`config.mk`:
```
export PLATFORM = sky130hd
export DESIGN_NAME = motion_classifier_mc
export DESIGN_NICKNAME = d
export VERILOG_FILES = /design/src/rtl/motion_pkg.sv /design/src/rtl/motion_channel.sv /design/src/rtl/motion_classifier_mc.sv
export SDC_FILE = /design/constraint.sdc
export NUM_CORES = 1
export LEC_CHECK = 0
export CORE_ASPECT_RATIO = 0.5
export CORE_MARGIN = 3
export CORE_UTILIZATION = 43
export DETAILED_ROUTE_END_ITERATION = 8
export GPL_ROUTABILITY_DRIVEN = 0
export PLACE_DENSITY = 0.63
export SLEW_MARGIN = 20
export SYNTH_ARGS = -nofsm -noshare
export SYNTH_HDL_FRONTEND = slang
export SYNTH_HIERARCHICAL = 1
export SYNTH_SLANG_ARGS = --single-unit
```
`constraint.sdc`:
```
create_clock -name clk -period 6.7 [get_ports clk]
set_input_delay 1.675 -clock clk [delete_from_list [all_inputs] [get_ports clk]]
set_output_delay 1.675 -clock clk [all_outputs]
set_load 0.01 [all_outputs]
```
`src/rtl/motion_pkg.sv`:
```
// Shared types and helpers for the multi-channel motion classifier.
package motion_pkg;

    typedef enum logic {
        ST_STILL  = 1'b0,
        ST_MOVING = 1'b1
    } motion_state_t;

    // Widest supported sample; abs_diff works on sign-extended operands of this width.
    localparam int ABS_MAX_W = 32;

    // |a - b| with one extra bit, so the magnitude of any difference is representable.
    function automatic logic [ABS_MAX_W:0] abs_diff(
        input logic signed [ABS_MAX_W-1:0] a,
        input logic signed [ABS_MAX_W-1:0] b
    );
        logic [ABS_MAX_W:0] d;
        d = {a[ABS_MAX_W-1], a} - {b[ABS_MAX_W-1], b};
        return d[ABS_MAX_W] ? (~d + (ABS_MAX_W+1)'(1)) : d;
    endfunction

endpackage

```
`src/rtl/motion_channel.sv`:
```
// One sample channel: priming, delta magnitude and run-length hysteresis
// between STILL and MOVING.
module motion_channel
    import motion_pkg::*;
#(
    parameter int W         = 12,
    parameter int ENTER_CNT = 4,
    parameter int EXIT_CNT  = 8
) (
    input  logic                clk,
    input  logic                rst,
    input  logic                sample_valid_i,
    input  logic signed [W-1:0] sample_i,
    input  logic        [W-1:0] threshold_i,
    output logic                ch_moving_o
);

    localparam int MAX_CNT = (ENTER_CNT > EXIT_CNT) ? ENTER_CNT : EXIT_CNT;
    localparam int CNT_W   = $clog2(MAX_CNT + 1);
    localparam logic [CNT_W-1:0] ENTER_LIM = CNT_W'(ENTER_CNT);
    localparam logic [CNT_W-1:0] EXIT_LIM  = CNT_W'(EXIT_CNT);

    logic signed [W-1:0] prev_q, prev_d;
    logic                primed_q, primed_d;
    motion_state_t       state_q, state_d;
    logic [CNT_W-1:0]    cnt_q, cnt_d;

    logic [ABS_MAX_W:0]  delta;
    logic                above;
    logic [CNT_W-1:0]    cnt_inc;

    always_comb begin
        delta   = abs_diff(ABS_MAX_W'(sample_i), ABS_MAX_W'(prev_q));
        // A zero threshold makes every delta count as motion.
        above   = (delta >= (ABS_MAX_W+1)'(threshold_i));
        cnt_inc = cnt_q + CNT_W'(1);

        prev_d   = prev_q;
        primed_d = primed_q;
        state_d  = state_q;
        cnt_d    = cnt_q;

        if (sample_valid_i) begin
            prev_d = sample_i;
            if (!primed_q) begin
                primed_d = 1'b1;
            end else begin
                unique case (state_q)
                    ST_STILL: begin
                        if (!above) begin
                            cnt_d = '0;
                        end else if (cnt_inc == ENTER_LIM) begin
                            state_d = ST_MOVING;
                            cnt_d   = '0;
                        end else begin
                            cnt_d = cnt_inc;
                        end
                    end
                    ST_MOVING: begin
                        if (above) begin
                            cnt_d = '0;
                        end else if (cnt_inc == EXIT_LIM) begin
                            state_d = ST_STILL;
                            cnt_d   = '0;
                        end else begin
                            cnt_d = cnt_inc;
                        end
                    end
                    default: begin
                        state_d = ST_STILL;
                        cnt_d   = '0;
                    end
                endcase
            end
        end
    end

    always_ff @(posedge clk) begin
        if (!rst) begin
            prev_q   <= '0;
            primed_q <= 1'b0;
            state_q  <= ST_STILL;
            cnt_q    <= '0;
        end else begin
            prev_q   <= prev_d;
            primed_q <= primed_d;
            state_q  <= state_d;
            cnt_q    <= cnt_d;
        end
    end

    assign ch_moving_o = (state_q == ST_MOVING);

endmodule

```
`src/rtl/motion_classifier_mc.sv`:
```
// Multi-channel motion classifier: combines per-channel flags (any/all),
// pulses on transitions and accumulates saturating still-seconds.
module motion_classifier_mc
    import motion_pkg::*;
#(
    parameter int N_CH      = 2,
    parameter int W         = 12,
    parameter int ENTER_CNT = 4,
    parameter int EXIT_CNT  = 8,
    parameter int CLK_HZ    = 100_000_000,
    parameter int TIMER_W   = 16
) (
    input  logic                clk,
    input  logic                rst,
    input  logic [N_CH-1:0]     sample_valid,
    input  logic [N_CH*W-1:0]   sample,
    input  logic [W-1:0]        threshold,
    input  logic                mode_all,
    input  logic                clear_timer,
    output logic [N_CH-1:0]     ch_moving,
    output logic                moving,
    output logic                move_event,
    output logic                still_event,
    output logic [TIMER_W-1:0]  study_seconds
);

    localparam int DIV_W = (CLK_HZ > 1) ? $clog2(CLK_HZ) : 1;
    localparam logic [DIV_W-1:0] DIV_LAST = DIV_W'(CLK_HZ - 1);

    function automatic logic [TIMER_W-1:0] sat_inc(input logic [TIMER_W-1:0] v);
        return (&v) ? v : v + TIMER_W'(1);
    endfunction

    for (genvar i = 0; i < N_CH; i++) begin : gen_ch
        motion_channel #(
            .W         (W),
            .ENTER_CNT (ENTER_CNT),
            .EXIT_CNT  (EXIT_CNT)
        ) u_ch (
            .clk            (clk),
            .rst            (rst),
            .sample_valid_i (sample_valid[i]),
            .sample_i       (sample[i*W +: W]),
            .threshold_i    (threshold),
            .ch_moving_o    (ch_moving[i])
        );
    end

    logic               moving_q, moving_d;
    logic               move_evt_q, move_evt_d;
    logic               still_evt_q, still_evt_d;
    logic [DIV_W-1:0]   div_q, div_d;
    logic [TIMER_W-1:0] study_q, study_d;
    logic               tick;

    always_comb begin
        moving_d    = mode_all ? (&ch_moving) : (|ch_moving);
        move_evt_d  = moving_d & ~moving_q;
        still_evt_d = ~moving_d & moving_q;

        tick    = (div_q == DIV_LAST);
        div_d   = tick ? '0 : div_q + DIV_W'(1);
        study_d = study_q;
        // The tick sees the registered classification of this same cycle.
        if (tick && !moving_q) begin
            study_d = sat_inc(study_q);
        end
        if (clear_timer) begin
            div_d   = '0;
            study_d = '0;
        end
    end

    always_ff @(posedge clk) begin
        if (!rst) begin
            moving_q    <= 1'b0;
            move_evt_q  <= 1'b0;
            still_evt_q <= 1'b0;
            div_q       <= '0;
            study_q     <= '0;
        end else begin
            moving_q    <= moving_d;
            move_evt_q  <= move_evt_d;
            still_evt_q <= still_evt_d;
            div_q       <= div_d;
            study_q     <= study_d;
        end
    end

    assign moving        = moving_q;
    assign move_event    = move_evt_q;
    assign still_event   = still_evt_q;
    assign study_seconds = study_q;

endmodule

```
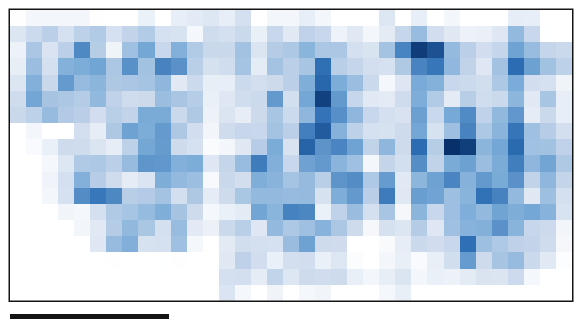
(routed metal per tile)
The bar under the picture is 50 µm long. 35 x 18 tiles, from white (low) to dark blue (high), scaled to the fullest tile. Values are wire area over tile area, all layers added.
emptiest ninth of the die: lower left
nearly empty tiles: 16%
tiles over half the peak: 13%
mean over tiles: 0.13
routed wire length per instance: 13.4 µm
via total after detailed routing: 5456
GRT Overall Usage: 17.1%
Routed WL: 13800 µm

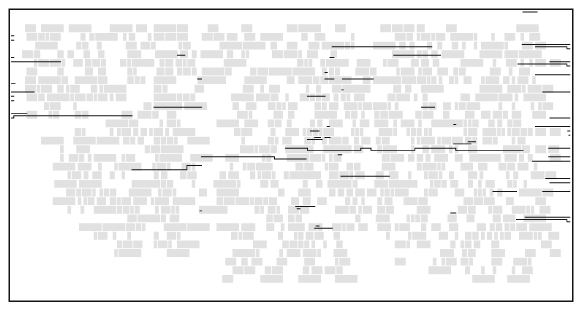
(met3 routing)
Cells faint in the background.
main direction: horizontal
wire length on this layer: 523 µm
longest straight run: 37.3 µm

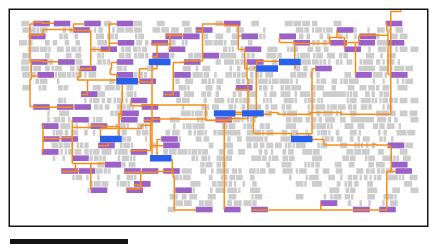
(routed clock nets over the placement)
The bar under the picture is 50 µm long.
[clock wires] orange | length: 1350 µm
[flip-flops] purple | count: 82
[clock-net drivers] blue | count: 9
routed clock nets: 10
part of the total power dissipated in the clock network: 33.0%
power in the clock group: 0.486 mW
Worst Skew: 0.0148 ns
insertion delay at the late pin of the worst-skew pair: 0.35 ns

worst reg2reg max path, stage by stage, from the launching register on:
cell and delay, ns:
sky130_fd_sc_hd__dfxtp_1 0.31, sky130_fd_sc_hd__ha_1 0.19, sky130_fd_sc_hd__fa_1 0.40, sky130_fd_sc_hd__nand2b_1 0.19
sky130_fd_sc_hd__a211oi_2 0.38, sky130_fd_sc_hd__o21ai_1 0.19, sky130_fd_sc_hd__a2111oi_4 0.38, sky130_fd_sc_hd__nand3_1 0.14
sky130_fd_sc_hd__nor3_1 0.18, sky130_fd_sc_hd__nor2_1 0.07, sky130_fd_sc_hd__xor2_1 0.14, sky130_fd_sc_hd__ha_1 0.29
sky130_fd_sc_hd__o21a_1 0.18, sky130_fd_sc_hd__o21ai_0 0.19, sky130_fd_sc_hd__nor2_1 0.08, sky130_fd_sc_hd__a211oi_1 0.41
sky130_fd_sc_hd__o41a_4 0.29, sky130_fd_sc_hd__mux2i_1 0.08, sky130_fd_sc_hd__nor4b_1 0.28, sky130_fd_sc_hd__o21a_1 0.16
cells by family after synthesis:
kind of cell / after synthesis
and+or+nand+nor: 312
AOI/OAI and AO/OA: 143
buffers and inverters: 83
DFF: 82
xor gates and xnor gates: 64
adders and majority gates: 56
muxes: 36
state kept, by name, summed over array words and instances, names as in the netlist:
signal and count:
gen_ch.u_ch/prev_q 24, moving 1, gen_ch.u_ch/cnt_q 8, gen_ch.u_ch/ch_moving_o 2, move_event 1, gen_ch.u_ch/primed_q 2, study_seconds 16, div_q 27
still_event 1
report_power, final:
group / switching (mW) / leakage [nW] / internal [mW]
Sequential: 0.00701 / 0.666 / 0.499
Clock: 0.229 / 0.135 / 0.257
Combinational: 0.265 / 2.04 / 0.217
placed cells by master (no fill, tap or decap), types with 11 or more instances in the layout:
cell type | netlist | layout
sky130_fd_sc_hd__inv_1 | 63 | 63
sky130_fd_sc_hd__mux2i_1 | 36 | 36
sky130_fd_sc_hd__a21oi_1 | 42 | 42
sky130_fd_sc_hd__nor2_1 | 87 | 87
sky130_fd_sc_hd__o21ai_0 | 15 | 15
sky130_fd_sc_hd__xor2_1 | 30 | 30
sky130_fd_sc_hd__ha_1 | 54 | 54
sky130_fd_sc_hd__nor2b_1 | 24 | 24
sky130_fd_sc_hd__nand2_1 | 51 | 51
sky130_fd_sc_hd__dfxtp_1 | 82 | 82
sky130_fd_sc_hd__nand2b_1 | 14 | 14
sky130_fd_sc_hd__clkdlybuf4s50_1 | 0 | 62
sky130_fd_sc_hd__nor3_1 | 11 | 11
sky130_fd_sc_hd__nand3_1 | 35 | 35
sky130_fd_sc_hd__xnor2_1 | 34 | 34
sky130_fd_sc_hd__nand4_1 | 15 | 15
layer usage:
metal	up-vias	global-route usage, %	part of all wire [%]
met1	2496	22.1	49
met3	15	4.05	3.8
met5	-	0	0
met2	82	28.7	46
li1	2863	-	-
met4	0	4.25	1.3
final cells by class:
type	instances	area (µm²)	area share, %
Inverter	64	240	3.26
Clock inverter	7	57.6	0.782
Timing Repair Buffer	65	643	8.74
Sequential cell	82	1640	22.3
Clock buffer	9	225	3.06
Tap cell	192	240	3.26
Multi-Input combinational cell	611	4310	58.6
==> summary.txt <==
The synthesis and place-and-route flow finished, so here is a summary.

The flow ran to the end, and the final reports show no timing, DRC or antenna violations. The adder and majority cell fraction of the synthesized area is 11.4%. The total grt overflow is 0. The wire-length estimate of the detail-placed layout is about 10000 µm. In this run the remaining antenna-violating nets after routing total 0. The signed area change from the synthesized netlist to the final layout is 17.3%. The synthesized net count is 874.

The maximum level of the CTS H-tree is 3. Grouping stages by cell kind, the critical path spends the most delay in AND-OR/OR-AND gates. The number of clock buffers added by TritonCTS is 9. Measured in cells, the most critical reg-to-reg path has a length of 19.

The pin slew with the least headroom to its limit is 0.851 ns. The core region area is 0.0139 mm². The post-synthesis instance area is 0.00628 mm². The synthesized chip area reported by yosys is 0.00628 mm². The tightest slew margin relative to the limit is between 40 and 50%.

The maximum fanout encountered on the critical timing path is 6. The total number of clock tree sinks came out at 82. The worst hold path terminates at div_q[0]. The number of hold violations in the final report is 0.

The worst setup path is launched from an input pin. The largest buffer count on any clock path is 2. The register clock-pin slew on the reported worst setup and hold paths came out at ~0.080 ns. The total setup buffers inserted after CTS is 0.

The port buffer count came out at 62. Derived from the worst setup path, the maximum achievable clock frequency is around 160 MHz. Looking at the VDD voltage map, the peak drop is between 0.15 and 0.2 mV.

The cell area after placement is around 0.0071 mm². Counting distinct cell types in the post-synthesis netlist gives 71. The initial antenna violation count is 0. The finished layout reports a core utilization of 53.0%.

The number of fill cells is 1345. The starting density of the core is 45.2%. According to the report, the first pass of detailed routing completed in 4 iterations.

The I/O pin count is 63. The launch point of the worst min-delay path is recorded as div_q[0]. Once iteration 0 of detailed routing completed, the report listed 362 DRC markers. The placed instance count is 1014.

The total of hold buffers inserted after clock tree synthesis came out at 0. The overall die height is slightly above 90 µm. The filler-free cell count of the finished design is 1030. Sorting the synthesis cell report by count puts at the top sky130_fd_sc_hd__nor2_1. According to the timing report, the critical path is captured at gen_ch[0].u_ch/cnt_q[2]. The highest cell delay on the worst timing path came out at 0.48 ns.

The share of layout cells above drive strength 1 is between 5 and 6%. The dominant kind of combinational cell is simple AND/OR/NAND/NOR gates. Yosys mapped a number of flops with a built-in enable equal to 0. The register-to-register setup slack came out at about 2.1 ns. The final hold slack came out at 0.478 ns. The compound-cell area share of the yosys netlist is 16.5%. The cell count in the Yosys report came out at 776.

The synthesized netlist devotes 8.93% of its cell area to XOR and XNOR gates. The via count of the first global-routing pass came out at 5064. In the setup report, the worst path falls into the class input pin to flop. Sorting the Yosys area breakdown by cell type puts at the top sky130_fd_sc_hd__dfxtp_1.

The register bit total from synthesis is ~82. In the final timing run, aggregate negative setup slack is 0 ns. The slack of the critical path came out at 0.562 ns. The critical path's slowest stage uses the library cell sky130_fd_sc_hd__clkdlybuf4s50_1. The power density of the placed cells came out at ~200 mW/mm². The TritonCTS clock tree is yes. The count of buffer and inverter cells on the critical path came out at 2. The count of unresolved DRC violations after routing is 0.

The critical path endpoint category is a flop. The share of the cycle needed by the critical path after routing is 91.6%. For this run, the final setup violation count is recorded as 0. The number of cells on the critical path is 21. Yosys reports that the leading cell type by area covers between 20% and 30% of the netlist area. The die is 177 µm wide. The tool warning count for the run is 26. For the completed layout, the total cell area is recorded as roughly 0.0074 mm². The number of nets in the final layout is 931. The first global-routing pass estimated 23100 µm of wire. The chip occupies 0.0162 mm². The most critical min-delay path falls under flop to flop.

Post-CTS repair changed the size of 0 cells. The worst register-to-register path ends at gen_ch[0].u_ch/cnt_q[2]. The number of cells produced by synthesis came out at 776. Post-synth the commonest register cell is sky130_fd_sc_hd__dfxtp_1.

The minimum clock period came out at 6.14 ns. The synthesized area per cell came out at 8.09 µm². The reg-to-reg startpoint is gen_ch[0].u_ch/prev_q[0]. The fraction of synthesis flops using an asynchronous set or reset pin came out at 0%. The simple-gate share of the synthesized area is 26.2%. The reported max-cap violation count is 0. The pin count of the biggest net entering global routing is 32. The portion of the post-synthesis area used by sequential elements is 26.2%. The root buffer cell is sky130_fd_sc_hd__clkbuf_16.

The number of standard-cell rows in the floorplan came out at 30. Per the OpenROAD power report, leakage power amounts to 2.85 nW. The required time of the critical path is 6.99 ns. The first element of the critical path is sample[0]. The main area contributors are sky130_fd_sc_hd__dfxtp_1 26%, sky130_fd_sc_hd__ha_1 11%, sky130_fd_sc_hd__mux2i_1 5.7%, sky130_fd_sc_hd__nor2_1 5.2%, sky130_fd_sc_hd__xnor2_1 4.7%. The signal arrival time at the worst endpoint is 6.43 ns. The cell sequence reported for the critical path is clkdlybuf4s50_1, inv_1, ha_1, fa_1, nand2b_1, a211oi_2, o21ai_1, a2111oi_4, nand3_1, nor3_1, nor2_1, xor2_1, ha_1, o21a_1, o21ai_0, nor2_1, a211oi_1, o41a_4, mux2i_1, nor4b_1, o21a_1. For reference, the final report shows the max-slew violation count at 0. The commonest cells after synthesis are 87 x sky130_fd_sc_hd__nor2_1, 82 x sky130_fd_sc_hd__dfxtp_1, 63 x sky130_fd_sc_hd__inv_1. The area fraction in mux cells came out at 5.74%. The final antenna diode tally reported by the flow is 0. Using the TritonRoute via totals, the vias-per-cell ratio works out to 5.30. Setup repair after global routing left no endpoint under its margin. The worst hold path depth is 1.

The total power consumption of the routed design is 1.47 mW. At the placement stage, the worst setup path has a slack of 0.198 ns. The number of synthesis warnings is 6.
No activity file was given, so power comes from the tool's default toggle rates.
